File: src/rtl/debug_uart_pkg.sv
`default_nettype none
// ============================================================================
// Module      : debug_uart_pkg
// Description : Shared state encoding, oversampling constants and baud divider
//               helper for the debug UART receive/transmit paths.
// Revision    : 1.0 - initial release
// ============================================================================
package debug_uart_pkg;

    typedef enum logic [2:0] {
        IDLE   = 3'd0,
        START  = 3'd1,
        DATA   = 3'd2,
        PARITY = 3'd3,
        STOP   = 3'd4
    } state_t;

    localparam int SAMPLE_MID = 8;
    localparam int OVERSAMPLE = 16;

    // Clocks per oversample tick, truncated.
    function automatic int calc_div(input int clk, input int baud);
        return clk / (baud * OVERSAMPLE);
    endfunction

endpackage
`default_nettype wire

File: src/rtl/debug_uart_fifo.sv
`default_nettype none
// ============================================================================
// Module      : debug_uart_fifo
// Description : Show-ahead synchronous FIFO (power-of-two depth) with
//               push/pop, full/empty flags and occupancy count.
// Revision    : 1.0 - initial release
// ============================================================================
module debug_uart_fifo #(
    parameter int DEPTH = 4,
    parameter int WIDTH = 8
) (
    input  logic                     clk,
    input  logic                     rst_n,
    input  logic                     i_push,
    input  logic [WIDTH-1:0]         i_data,
    input  logic                     i_pop,
    output logic [WIDTH-1:0]         o_data,
    output logic                     o_full,
    output logic                     o_empty,
    output logic [$clog2(DEPTH):0]   o_count
);

    localparam int AW = $clog2(DEPTH);

    logic [WIDTH-1:0] r_mem [DEPTH];
    logic [AW-1:0]    r_wr_ptr;
    logic [AW-1:0]    r_rd_ptr;
    logic [AW:0]      r_count;
    logic             w_do_push;
    logic             w_do_pop;

    assign o_full    = (r_count == (AW+1)'(DEPTH));
    assign o_empty   = (r_count == '0);
    assign o_count   = r_count;
    assign o_data    = r_mem[r_rd_ptr];

    // A push into a full FIFO is accepted when the head leaves in the same cycle.
    assign w_do_pop  = i_pop & ~o_empty;
    assign w_do_push = i_push & (~o_full | w_do_pop);

    always_ff @(posedge clk or negedge rst_n) begin
        if (!rst_n) begin
            r_wr_ptr <= '0;
            r_rd_ptr <= '0;
            r_count  <= '0;
            for (int i = 0; i < DEPTH; i++) begin
                r_mem[i] <= '0;
            end
        end else begin
            if (w_do_push) begin
                r_mem[r_wr_ptr] <= i_data;
                r_wr_ptr        <= r_wr_ptr + 1'b1;
            end
            if (w_do_pop) begin
                r_rd_ptr <= r_rd_ptr + 1'b1;
            end
            case ({w_do_push, w_do_pop})
                2'b10:   r_count <= r_count + 1'b1;
                2'b01:   r_count <= r_count - 1'b1;
                default: r_count <= r_count;
            endcase
        end
    end

endmodule
`default_nettype wire

File: src/rtl/debug_uart_rx.sv
`default_nettype none
// ============================================================================
// Module      : debug_uart_rx
// Description : 16x oversampled UART receiver with 3-sample majority vote,
//               framing/break/overrun status and a show-ahead byte FIFO.
//               Define DEBUG_UART_RX_PARITY_EN to add a parity bit check.
// Revision    : 1.0 - initial release
// ============================================================================
module debug_uart_rx
    import debug_uart_pkg::*;
#(
    parameter int CLK_FREQ   = 100000000,
    parameter int BAUD       = 115200,
    parameter int FIFO_DEPTH = 4
`ifdef DEBUG_UART_RX_PARITY_EN
    ,
    parameter int PARITY_ODD = 0
`endif
) (
    input  logic       clock,
    input  logic       resetb,
    input  logic       rx_pin,
    output logic [7:0] rx_data,
    output logic       rx_valid,
    input  logic       rx_ready,
    output logic       frame_err,
    output logic       break_det,
`ifdef DEBUG_UART_RX_PARITY_EN
    output logic       parity_err,
`endif
    output logic       overrun,
    input  logic       overrun_clr
);

    localparam int             DIV       = calc_div(CLK_FREQ, BAUD);
    localparam int             TW        = (DIV > 1) ? $clog2(DIV) : 1;
    localparam int             AW        = $clog2(FIFO_DEPTH);
    localparam logic [TW-1:0]  TICK_LAST = TW'(DIV - 1);
    localparam logic [3:0]     S_FIRST   = 4'(SAMPLE_MID - 1);
    localparam logic [3:0]     S_MID     = 4'(SAMPLE_MID);
    localparam logic [3:0]     S_DECIDE  = 4'(SAMPLE_MID + 1);
    localparam logic [3:0]     S_LAST    = 4'(OVERSAMPLE - 1);

    state_t          r_state;
    state_t          w_state_nxt;
    logic            r_sync1;
    logic            r_sync2;
    logic            r_rxs_prev;
    logic            w_rxs;
    logic [TW-1:0]   r_tick_cnt;
    logic            w_tick_run;
    logic            w_tick;
    logic            w_start;
    logic [3:0]      r_samp;
    logic            r_s7;
    logic            r_s8;
    logic            w_maj;
    logic [7:0]      r_shift;
    logic [2:0]      r_bit_idx;
    logic            r_brk_wait;
    logic [3:0]      r_hi_cnt;
    logic            w_push;
    logic            w_frame_set;
    logic            w_break_set;
    logic            r_frame_err;
    logic            r_break_det;
    logic            r_overrun;
    logic            w_pop;
    logic            w_full;
    logic            w_empty;
    logic [AW:0]     w_count;
`ifdef DEBUG_UART_RX_PARITY_EN
    logic            r_par_bit;
    logic            w_par_ok;
    logic            w_parity_set;
    logic            r_parity_err;

    assign w_par_ok   = (r_par_bit == ((^r_shift) ^ (PARITY_ODD != 0)));
    assign parity_err = r_parity_err;
`endif

    assign w_rxs      = r_sync2;
    assign w_maj      = (r_s7 & r_s8) | (r_s7 & w_rxs) | (r_s8 & w_rxs);
    // Ticks also run in IDLE while waiting out a break, to time the idle-high gap.
    assign w_tick_run = (r_state != IDLE) | r_brk_wait;
    assign w_tick     = w_tick_run & (r_tick_cnt == TICK_LAST);
    assign w_start    = (r_state == IDLE) & (w_state_nxt == START);
    assign w_pop      = rx_ready & (w_count != '0);

    assign rx_valid   = ~w_empty;
    assign frame_err  = r_frame_err;
    assign break_det  = r_break_det;
    assign overrun    = r_overrun;

    always_ff @(posedge clock or negedge resetb) begin
        if (!resetb) begin
            r_state <= IDLE;
        end else begin
            r_state <= w_state_nxt;
        end
    end

    always_comb begin
        w_state_nxt = r_state;
        w_push      = 1'b0;
        w_frame_set = 1'b0;
        w_break_set = 1'b0;
`ifdef DEBUG_UART_RX_PARITY_EN
        w_parity_set = 1'b0;
`endif
        case (r_state)
            IDLE: begin
                if (!r_brk_wait && r_rxs_prev && !w_rxs) w_state_nxt = START;
            end
            START: begin
                if (w_tick && r_samp == S_DECIDE && w_maj) w_state_nxt = IDLE;
                else if (w_tick && r_samp == S_LAST)       w_state_nxt = DATA;
            end
            DATA: begin
                if (w_tick && r_samp == S_LAST && r_bit_idx == 3'd7) begin
`ifdef DEBUG_UART_RX_PARITY_EN
                    w_state_nxt = PARITY;
`else
                    w_state_nxt = STOP;
`endif
                end
            end
`ifdef DEBUG_UART_RX_PARITY_EN
            PARITY: begin
                if (w_tick && r_samp == S_LAST) w_state_nxt = STOP;
            end
`endif
            STOP: begin
                // Leave at mid stop bit so a back-to-back start edge is not missed.
                if (w_tick && r_samp == S_DECIDE) begin
                    w_state_nxt = IDLE;
                    if (w_maj) begin
`ifdef DEBUG_UART_RX_PARITY_EN
                        if (w_par_ok) w_push       = 1'b1;
                        else          w_parity_set = 1'b1;
`else
                        w_push = 1'b1;
`endif
                    end else begin
                        w_frame_set = 1'b1;
                        w_break_set = (r_shift == 8'h00);
                    end
                end
            end
            default: w_state_nxt = IDLE;
        endcase
    end

    always_ff @(posedge clock or negedge resetb) begin
        if (!resetb) begin
            r_sync1     <= 1'b1;
            r_sync2     <= 1'b1;
            r_rxs_prev  <= 1'b1;
            r_tick_cnt  <= '0;
            r_samp      <= '0;
            r_s7        <= 1'b0;
            r_s8        <= 1'b0;
            r_shift     <= '0;
            r_bit_idx   <= '0;
            r_brk_wait  <= 1'b0;
            r_hi_cnt    <= '0;
            r_frame_err <= 1'b0;
            r_break_det <= 1'b0;
            r_overrun   <= 1'b0;
`ifdef DEBUG_UART_RX_PARITY_EN
            r_par_bit    <= 1'b0;
            r_parity_err <= 1'b0;
`endif
        end else begin
            r_sync1    <= rx_pin;
            r_sync2    <= r_sync1;
            r_rxs_prev <= r_sync2;

            if (w_start || !w_tick_run || w_tick) r_tick_cnt <= '0;
            else                                   r_tick_cnt <= r_tick_cnt + 1'b1;

            if (w_start)     r_samp <= '0;
            else if (w_tick) r_samp <= r_samp + 1'b1;

            if (w_tick && r_samp == S_FIRST) r_s7 <= w_rxs;
            if (w_tick && r_samp == S_MID)   r_s8 <= w_rxs;

            if (r_state == DATA && w_tick && r_samp == S_DECIDE) begin
                r_shift <= {w_maj, r_shift[7:1]};
            end
            if (r_state == START) begin
                r_bit_idx <= '0;
            end else if (r_state == DATA && w_tick && r_samp == S_LAST) begin
                r_bit_idx <= r_bit_idx + 1'b1;
            end

            // After a break the line must sit high for a full bit before re-arming.
            if (w_break_set) begin
                r_brk_wait <= 1'b1;
                r_hi_cnt   <= '0;
            end else if (r_brk_wait) begin
                if (!w_rxs) begin
                    r_hi_cnt <= '0;
                end else if (w_tick) begin
                    if (r_hi_cnt == 4'hF) r_brk_wait <= 1'b0;
                    r_hi_cnt <= r_hi_cnt + 1'b1;
                end
            end

            r_frame_err <= w_frame_set;
            r_break_det <= w_break_set;
`ifdef DEBUG_UART_RX_PARITY_EN
            if (r_state == PARITY && w_tick && r_samp == S_DECIDE) r_par_bit <= w_maj;
            r_parity_err <= w_parity_set;
`endif

            if (w_push && w_full && !w_pop) r_overrun <= 1'b1;
            else if (overrun_clr)           r_overrun <= 1'b0;
        end
    end

    debug_uart_fifo #(
        .DEPTH (FIFO_DEPTH),
        .WIDTH (8)
    ) u_fifo (
        .clk     (clock),
        .rst_n   (resetb),
        .i_push  (w_push),
        .i_data  (r_shift),
        .i_pop   (w_pop),
        .o_data  (rx_data),
        .o_full  (w_full),
        .o_empty (w_empty),
        .o_count (w_count)
    );

endmodule
`default_nettype wire
File: config.mk
export PLATFORM = sky130hd
export DESIGN_NAME = debug_uart_rx
export DESIGN_NICKNAME = d
export VERILOG_FILES = /design/src/rtl/debug_uart_pkg.sv /design/src/rtl/debug_uart_fifo.sv /design/src/rtl/debug_uart_rx.sv
export SDC_FILE = /design/constraint.sdc
export NUM_CORES = 1
export LEC_CHECK = 0
export CAP_MARGIN = 20
export CELL_PAD_IN_SITES_DETAIL_PLACEMENT = 2
export CELL_PAD_IN_SITES_GLOBAL_PLACEMENT = 2
export CORE_ASPECT_RATIO = 1.2
export CORE_UTILIZATION = 42
export DETAILED_ROUTE_END_ITERATION = 6
export PLACE_DENSITY_LB_ADDON = 0.1
export SETUP_SLACK_MARGIN = 0.02
export SLEW_MARGIN = 15
export SYNTH_ARGS = -nofsm -noshare
export SYNTH_HDL_FRONTEND = slang
export SYNTH_SLANG_ARGS = --single-unit
export TNS_END_PERCENT = 20
File: constraint.sdc
create_clock -name clock -period 2.7 [get_ports clock]
set_clock_uncertainty 0.1 [all_clocks]
set_input_delay 0.675 -clock clock [delete_from_list [all_inputs] [get_ports clock]]
set_output_delay 0.675 -clock clock [all_outputs]
set_load 0.01 [all_outputs]
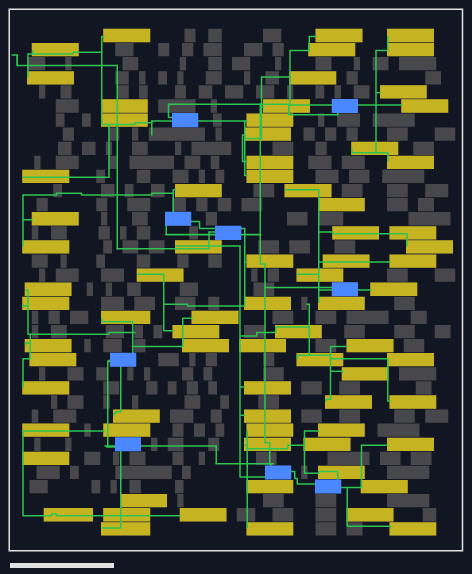
*Clock network drawn from the DEF, run 1*
Scale bar: 20 microns.
[yellow] flip-flops | count: 76
[green] clock wires | length: 1090 microns
[blue] clock-net drivers | count: 9
routed clock nets: 10
flops lie: widely spread
Late-Pin Clk Latency: 360 ps
Clk pwr share: 34.8%

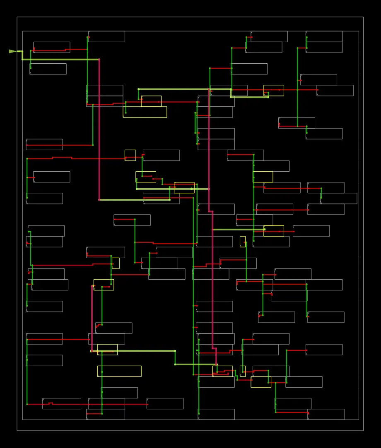
*The clock network, run 1*
CTS buffer count: 9
seq_cells: 76
Clk power: 971 uW
clkbuf count: 12
CTS sink count: 76

==> GITHUB_STEP_SUMMARY, run 1 <==
### Flow metrics

| Metric | Value |
|---|---|
| Outcome | `complete, no violations` |
| Fillcell total | `837` |
| Ratio of cells with drive above 1 in the final layout | `approximately a quarter` |
| Die height | `between 100 and 150 microns` |
| Vias/cell | `roughly 5.4` |
| Dpl ws | `-102 ps` |
| CTS root buf | `clkbuf_8` |
| CP Capture Point | `rx_valid` |
| Pre-Repair DR Iteration Count | `4` |
| Largest net degree at the start of global routing | `40` |
| Fp util | `around 44%` |
| Final slew viol count | `0` |
| Area growth syn-to-layout | `15.9%` |
| Arr. time, crit path | `between 1500 and 2000 ps` |
| Vias in the first global route | `approximately 2700` |
| Sw Ratio | `between 20% and 30%` |
| Top cell type's share of synthesized area | `between 40% and 50%` |
| Total die area | `9080 sq um` |
| Syn_nets | `308` |
| Gp weighted congestion | `around 0.73` |
| Synthesis area per yosys | `roughly 3700 sq um` |
| Tightest Pin Transition | `508 ps` |
| Critical Setup Path Class | `reg2out` |
| Reg2reg start | `r_state[0]` |
| Number of nets with antenna violations after routing | `0` |
| DRC errors left | `0` |
| Top pwr grp | `sequential cells` |
| Internal | `~2000 uW` |
| Setup crit end kind | `output pin` |
| Most used flip-flop cell | `dfrtp_1` |
| Pwr dens | `roughly 660 nW/um^2` |
| OpenROAD warning count | `32` |
| Htree depth | `3` |
| 1st-iter DRT viols | `roughly 73` |
| Initial antenna violation count | `0` |
| Synth Seq Share | `~52%` |
| Biggest area cells | `dfrtp_1, mux2_2, mux4_2` |
| GRT Total Usage | `a little over a fifth` |
| CP Launch Point | `u_fifo.o_count[0]` |
| Ys async rst share | `100%` |
| Most common library cells after synthesis | `dfrtp_1, mux2_2, nor2_1` |
| Max-Slew Margin vs Limit | `between 60% and 70%` |
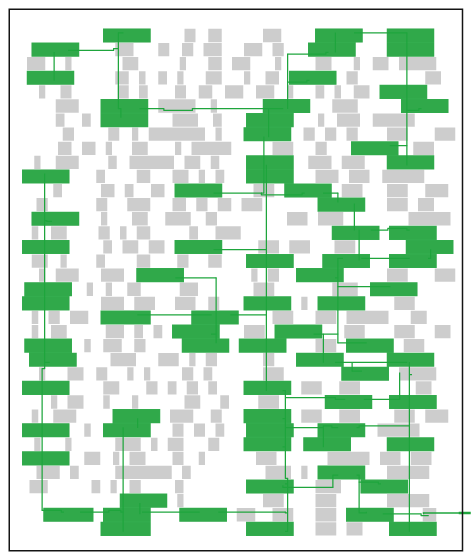
*I/O nets highlighted, run 1*
[green] resetb | bits: 1 | direction: input | edge: right | end cells: 76 | wire: 642 microns
io pins: 17
# port buffers: 16

run 1: worst min path at each step:
| stage | slack [ps] | depth (start not counted) | to |
|---|---|---|---|
| 2_1_floorplan | 250 | 0 | r_sync2 |
| 3_3_place_gp | 250 | 0 | r_sync2 |
| 3_5_place_dp | 250 | 0 | r_sync2 |
| 4_1_cts | 170 | 1 | u_fifo.r_mem[2] |
| 5_1_grt | 200 | 1 | r_shift[2] |
| 6_report | 180 | 1 | u_fifo.r_mem[2] |
run 1: flip-flops by register name, indices dropped and copies added (netlist names), 2 cells and up:
name,count
r_samp,4
r_hi_cnt,4
u_fifo.r_wr_ptr,2
u_fifo.o_count,3
r_bit_idx,3
u_fifo.r_rd_ptr,2
r_state,3
r_shift,8
r_tick_cnt,6
u_fifo.r_mem,32
run 1: logic make-up after synthesis:
kind of cell    Yosys count  synth area share, %
compound gates           27                 4.69
xor+xnor                 12                 2.87
fa+ha+maj                14                 4.93
buf+inv                  17                 2.02
flops                    76                 52.1
mux                      54                 19.0
simple gates             90                 14.4
run 1: layout make-up:
class	count	area [sq um]	share of cell area [%]
timing repair buffer	26	255	6.02
sequential	76	1910	45.0
clock buffer	12	145	3.42
clock inverter	4	72.6	1.71
multi-input combinational	197	1680	39.6
inverter	11	41.3	0.974
tap	114	143	3.36
run 1: per-layer routing:
layer	track usage [%]	vias to the layer above	wire [microns]
li1	-	1110	-
met1	24.4	1238	3440
met2	38.2	22	4650
met3	5.16	8	168
met4	6.91	0	122
met5	0	-	0
run 1: critical path, cell delays in order (launching register included):
cell and delay, ps:
dfrtp_1 470, or3_1 380, clkdlybuf4s50_1 490
run 1: stage by stage:
stage                     area (sq um)  std cells
after floorplan                   3660        290
after global placement            4020        424
after detailed placement          4020        424
after CTS                         4230        440
after global routing              4240        440
final                             4240        440
### Wiring by layer, run 1

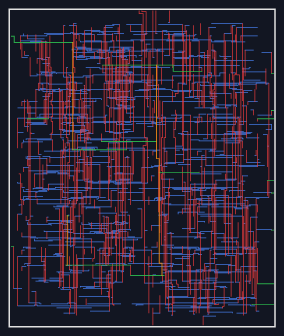

## Run 2: what changed since run 1
--- a/config.mk
+++ b/config.mk
@@ -11,6 +11,7 @@
 export CORE_ASPECT_RATIO = 1.2
 export CORE_UTILIZATION = 42
 export DETAILED_ROUTE_END_ITERATION = 6
+export DONT_BUFFER_PORTS = 1
 export PLACE_DENSITY_LB_ADDON = 0.1
 export SETUP_SLACK_MARGIN = 0.02
 export SLEW_MARGIN = 15
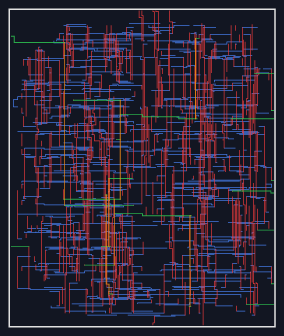
*Wiring by layer, run 2*
[orange] M4 | wire length: 221 microns
[red] M2 | wire length: 4120 microns
[green] M3 | wire length: 209 microns
[blue] M1 | wire length: 3440 microns
WL final: 8.00 mm
Vias: 2320
GRT Total Usage: 20.0%
wire per inst: 18.9 microns

==> run 2 against run 1 <==
  * Critical path depth decreased by 1
  * Global-route usage decreased by 1.2 points
  * Largest power group unchanged
  * Critical path type unchanged
  * Wire length decreased by 4.6%
==> GITHUB_STEP_SUMMARY, run 2 <==
### Flow metrics

| Metric | Value |
|---|---|
| Xor/xnor share | `about 2.9%` |
| Largest net degree at the start of global routing | `between 70 and 80` |
| Biggest area cells | `dfrtp_1, mux2_2, mux4_2` |
| Met3 Use GR | `4.76%` |
| Gp weighted congestion | `between 0.7 and 0.8` |
| Vias/cell | `between 5 and 6` |
| Worst Path Buf+Inv | `0` |
| Tightest Pin Transition | `roughly 570 ps` |
| Most common library cells after synthesis | `dfrtp_1, mux2_2, nor2_1` |
| Dpl ws | `approximately 280 ps` |
| Die height | `104 microns` |
| Biggest regs | `u_fifo.r_mem (32), r_shift (8), r_tick_cnt (6)` |
| Fillcell total | `857` |
| Met2 WL | `just over 4 mm` |
| Number of nets with antenna violations after routing | `0` |
| Htree depth | `3` |
| CP Cell Sequence | `mux4_2` |
| CTS root buf | `clkbuf_8` |
| Met1 Use GR | `roughly a quarter` |
| Late-Pin Clk Latency | `between 300 and 400 ps` |
| Yosys aoi share | `about 4.7%` |
| Outcome | `complete, no violations` |
| Met1 Wirelength | `about 3.4 mm` |
| Critical Setup Path Class | `reg2out` |
==> run 2: cell counts after synthesis <==
No cell type changed its count.
==> run 2: layout make-up <==
type,instances,area (sq um),area share [%]
Inverter,11,41.3,1.02
Timing Repair Buffer,8,80.1,1.97
Multi-Input combinational cell,197,1680,41.3
Clock buffer,11,151,3.73
Tap cell,114,143,3.52
Clock inverter,5,58.8,1.45
Sequential cell,76,1910,47.0
==> run 2: worst reg2reg max path, delay by kind of cell (launching register included) <==
kind | cells | cell delay (ps)
multiplexers | 1 | 340
flip-flops | 1 | 400
AND/OR/NAND/NOR | 4 | 1180
adder cells (fa/ha/maj) | 1 | 180
buffers and inverters | 1 | 60
==> run 2: cells by family (layout without fill, tap and decap cells) <==
kind of cell | Yosys count | after routing
AND-OR/OR-AND | 27 | 27
XOR/XNOR | 12 | 12
flip-flops | 76 | 76
adder cells (fa/ha/maj) | 14 | 14
buffers and inverters | 17 | 35
multiplexers | 54 | 54
AND/OR/NAND/NOR | 90 | 90
==> run 2: worst paths after layout <==
check | startpoint | end | slack [ps] | cells past startpoint
worst max-delay path | u_fifo.r_rd_ptr[0] | rx_data[4] | 220 | 1
worst min register to register | r_sync1 | r_sync2 | 260 | 0
min in group clock | rx_pin | r_sync1 | 200 | 0
worst max register to register | r_tick_cnt[1] | u_fifo.r_mem[17] | 330 | 7
max in group asynchronous | resetb | r_tick_cnt[5] | 2090 | 1
worst min-delay path | resetb | r_sync1 | 50 | 0
==> run 2: report_power, final <==
group	switching (uW)	internal (uW)	leakage, uW
combinational	188	195	0.000779
clock	446	479	0.000102
sequential	162	1210	0.00103
total	796	1890	0.00191
No activity file was given, so power comes from the tool's default toggle rates.
